Figure 1. Signal wires on met1.
Supply wires on this layer in grey.
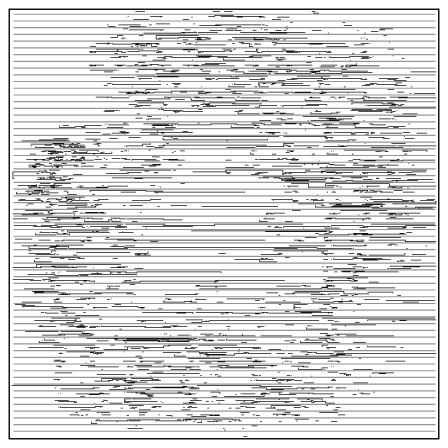
Figure 2. Metal 2.
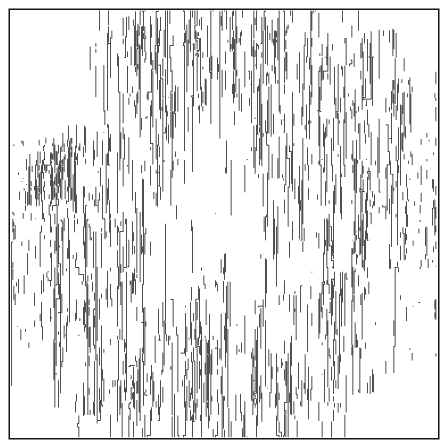
## config.mk

```make
export PLATFORM = sky130hd
export DESIGN_NAME = if_fetch_queue
export DESIGN_NICKNAME = d
export VERILOG_FILES = /design/src/rtl/if_fetch_queue.sv
export SDC_FILE = /design/constraint.sdc
export NUM_CORES = 1
export LEC_CHECK = 0
export CAP_MARGIN = 20
export CORE_UTILIZATION = 35
export DETAILED_ROUTE_END_ITERATION = 8
export SETUP_SLACK_MARGIN = 0.4
export SYNTH_ARGS = -nofsm -noshare
export SYNTH_HDL_FRONTEND = slang
export SYNTH_SLANG_ARGS = --single-unit
export TNS_END_PERCENT = 20
```

## constraint.sdc

```tcl
create_clock -name clk -period 3.2 [get_ports clk]
set_input_delay 0.96 -clock clk [delete_from_list [all_inputs] [get_ports clk]]
set_output_delay 0.96 -clock clk [all_outputs]
set_load 0.005 [all_outputs]
```

## src/rtl/if_fetch_queue.sv

```systemverilog
// Instruction prefetch queue between fetch and decode: buffers {pc, instr}
// pairs so fetch can run ahead while decode stalls, and empties on a taken branch.
module if_fetch_queue #(
  parameter int DEPTH = 4,
  localparam int PTR_W = $clog2(DEPTH)
) (
  input  logic             clk,
  input  logic             rst,
  input  logic             in_valid,
  input  logic [31:0]      in_pc,
  input  logic [31:0]      in_instr,
  output logic             in_ready,
  input  logic             flush,
  output logic             out_valid,
  output logic [31:0]      out_pc,
  output logic [31:0]      out_instr,
  input  logic             out_ready,
  output logic [PTR_W:0]   count
);

  // Handshake: a transfer happens on a rising edge where valid & ready are both
  // high. valid never depends on ready, and in_ready / out_valid come only from
  // the registered count, so there is no combinational input-to-output path.

  localparam logic [PTR_W:0]   FULL_CNT = (PTR_W+1)'(DEPTH);
  localparam logic [PTR_W:0]   CNT_ONE  = (PTR_W+1)'(1);
  localparam logic [PTR_W-1:0] PTR_ONE  = PTR_W'(1);

  logic [31:0]      pc_mem    [DEPTH];
  logic [31:0]      instr_mem [DEPTH];
  logic [PTR_W-1:0] wr_ptr;
  logic [PTR_W-1:0] rd_ptr;
  logic             push;
  logic             pop;

  assign in_ready  = (count != FULL_CNT);
  assign out_valid = (count != '0);
  assign push      = in_valid & in_ready;
  assign pop       = out_valid & out_ready;

  // An empty queue presents an all-zero word so decode never sees stale data.
  assign out_pc    = out_valid ? pc_mem[rd_ptr]    : 32'h0;
  assign out_instr = out_valid ? instr_mem[rd_ptr] : 32'h0;

  always_ff @(posedge clk or negedge rst) begin
    if (!rst) begin
      wr_ptr <= '0;
      rd_ptr <= '0;
      count  <= '0;
    end else if (flush) begin
      // Taken branch: everything buffered is down the wrong path, including
      // the pair arriving this cycle.
      wr_ptr <= '0;
      rd_ptr <= '0;
      count  <= '0;
    end else begin
      if (push) wr_ptr <= wr_ptr + PTR_ONE;
      if (pop)  rd_ptr <= rd_ptr + PTR_ONE;
      case ({push, pop})
        2'b10:   count <= count + CNT_ONE;
        2'b01:   count <= count - CNT_ONE;
        default: count <= count;
      endcase
    end
  end

  always_ff @(posedge clk) begin
    if (push && !flush) begin
      pc_mem[wr_ptr]    <= in_pc;
      instr_mem[wr_ptr] <= in_instr;
    end
  end

endmodule
```

==> run notes <==
run metrics: Post-CTS Setup Bufs 27, static leakage approximately 0.0047 uW, drt total wl approximately 21000 um, Seq share, synth 0.767, VDD IR max ~360 uV, Cell Rows 62, Inserted Diodes 0, pin count of the biggest net entering global routing 39, failing checks setup timing, Simple-Gate Area Share 0.0520, post-DP HPWL roughly 12000 um, yosys cell count ~470, vias in the first global route slightly below 6000, DRT Pass-1 Iters 4, Combinational Area 2360 um2, max_cap viols 0, CTS tree built, area fraction in mux cells 0.141, RD Place Congestion a little under 0.7, crit path DAT between 2 and 2.5 ns, CP top delay family flip-flops, CP Buf/Inv Count 4, top flop regs instr_mem: 128 flops, pc_mem: 128 flops, count: 3 flops, layout cell share with drive strength beyond 1 0.413, CP endpoint kind output pin, slowest cell on the critical path dfrtp_4, Yosys chip area 10200 um2, Core ar. ~29000 um2, fmax a little over 300 MHz, number of synthesis warnings 0, FFs w/ async S/R, synth 0.0266, clock share of power 0.298, Sw Ratio 0.241, Final Hold Fails 0, part of the cycle the worst path needs 1.00, relative slew slack 0.726, Min-Delay Path Class reg2reg, Slew @ Worst Pin about 0.4 ns, initial antenna violation count 0, final setup fails 2, Clk pin slew, worst setup/hold paths around 0.060 ns, Reg area roughly 7900 um2, Cell Pwr Density between 700 and 800 nW/um2, H-tree depth 1, final cell count without fillers about 1100, cells after synthesis around 470, via count between 5000 and 6000, EDFF count, synth ~260, DRT iter0 DRCs about 310, Comb power frac 0.315, clk pwr around 3100 uW, hold buffers post-CTS 0, Clock Tree Root clkbuf_16, global route total overflow 0, seq pwr ~4000 uW, Routed WL per cell between 20 and 25 um, WHS Path Cells 2, cell depth of the worst setup path 6, Slew Viols, Final 0, most numerous cell on the critical path buf_12, post_cts resized between 300 and 400, Req. time, crit path approximately 2.2 ns, Crit Path Max Fanout 5, vias per cell between 4 and 5, clk sink count 263, Syn Nets between 500 and 600, Die Wd around 170 um, XOR Share, Synth 0.00342, Reg power frac 0.387, combinational group power 3250 uW, Filler cells 2335, Total Power a little over 10000 uW, setup ws final -0.00619 ns, worst reg2reg path depth 7, Cell Area, Synth 10200 um2, Skew-Pair Late Insertion Delay around 0.52 ns, sw power 2490 uW, Setup CP Type reg2out, cell area after layout about 14000 um2, Final ANT Viol Nets 0, status finished, violations left
Back to the opening pictures, Figure 1:
longest straight run: 78.0 um
main direction: horizontal

Back to the opening pictures, Figure 2:
wire length on this layer: 10600 um
nets with wire on the layer: 691
longest straight run: 58.0 um

## final cells by class
cell class                 count  area share
timing repair buffer         192       0.164
clock inverter                17      0.0134
sequential                   263       0.566
clock buffer                  32      0.0500
inverter                       6     0.00162
tap                          384      0.0346
multi-input combinational    178       0.170
## synth_stat cells, drive strengths merged (3+ instances only)
master / instances / area share
edfxtp: 256 / 0.75
and2: 68 / 0.042
mux4: 64 / 0.14
buf: 19 / 0.013
clkbuf: 8 / 0.0033
dfrtp: 7 / 0.017
a21oi: 6 / 0.0029
inv: 6 / 0.0022
nor2: 5 / 0.0018
ha: 4 / 0.0049
o21ai: 3 / 0.0015
xor2: 3 / 0.0026
## kinds of logic (layout without fill, tap and decap cells)
kind of cell | after synthesis | after routing
multiplexers | 64 | 64
XOR/XNOR | 4 | 4
AND-OR/OR-AND | 18 | 18
adder cells (fa/ha/maj) | 5 | 5
buffers and inverters | 33 | 247
flip-flops | 263 | 263
AND/OR/NAND/NOR | 87 | 87
## path summary, 6_finish.rpt
| kind | start | to | slack [ns] |
|---|---|---|---|
| setup / recovery | rd_ptr[0]$_DFFE_PN0P_ | out_pc[1] | -0.006 |
| hold / removal | wr_ptr[1]$_DFFE_PN0P_ | wr_ptr[1]$_DFFE_PN0P_ | 0.60 |
| setup reg to reg | count[0]$_DFFE_PN0P_ | count[1]$_DFFE_PN0P_ | 0.99 |
| hold reg to reg | wr_ptr[1]$_DFFE_PN0P_ | wr_ptr[1]$_DFFE_PN0P_ | 0.60 |
| max in group asynchronous | rst | rd_ptr[0]$_DFFE_PN0P_ | 2.16 |
| min in group asynchronous | rst | count[0]$_DFFE_PN0P_ | 0.73 |
## routing by layer
metal  routed length (um)  track usage
met3                 1050       0.0284
met4                  313       0.0321
met2                10600        0.252
met1                 9480        0.199
met5                    0            0
Power and IR drop assume default switching activity.
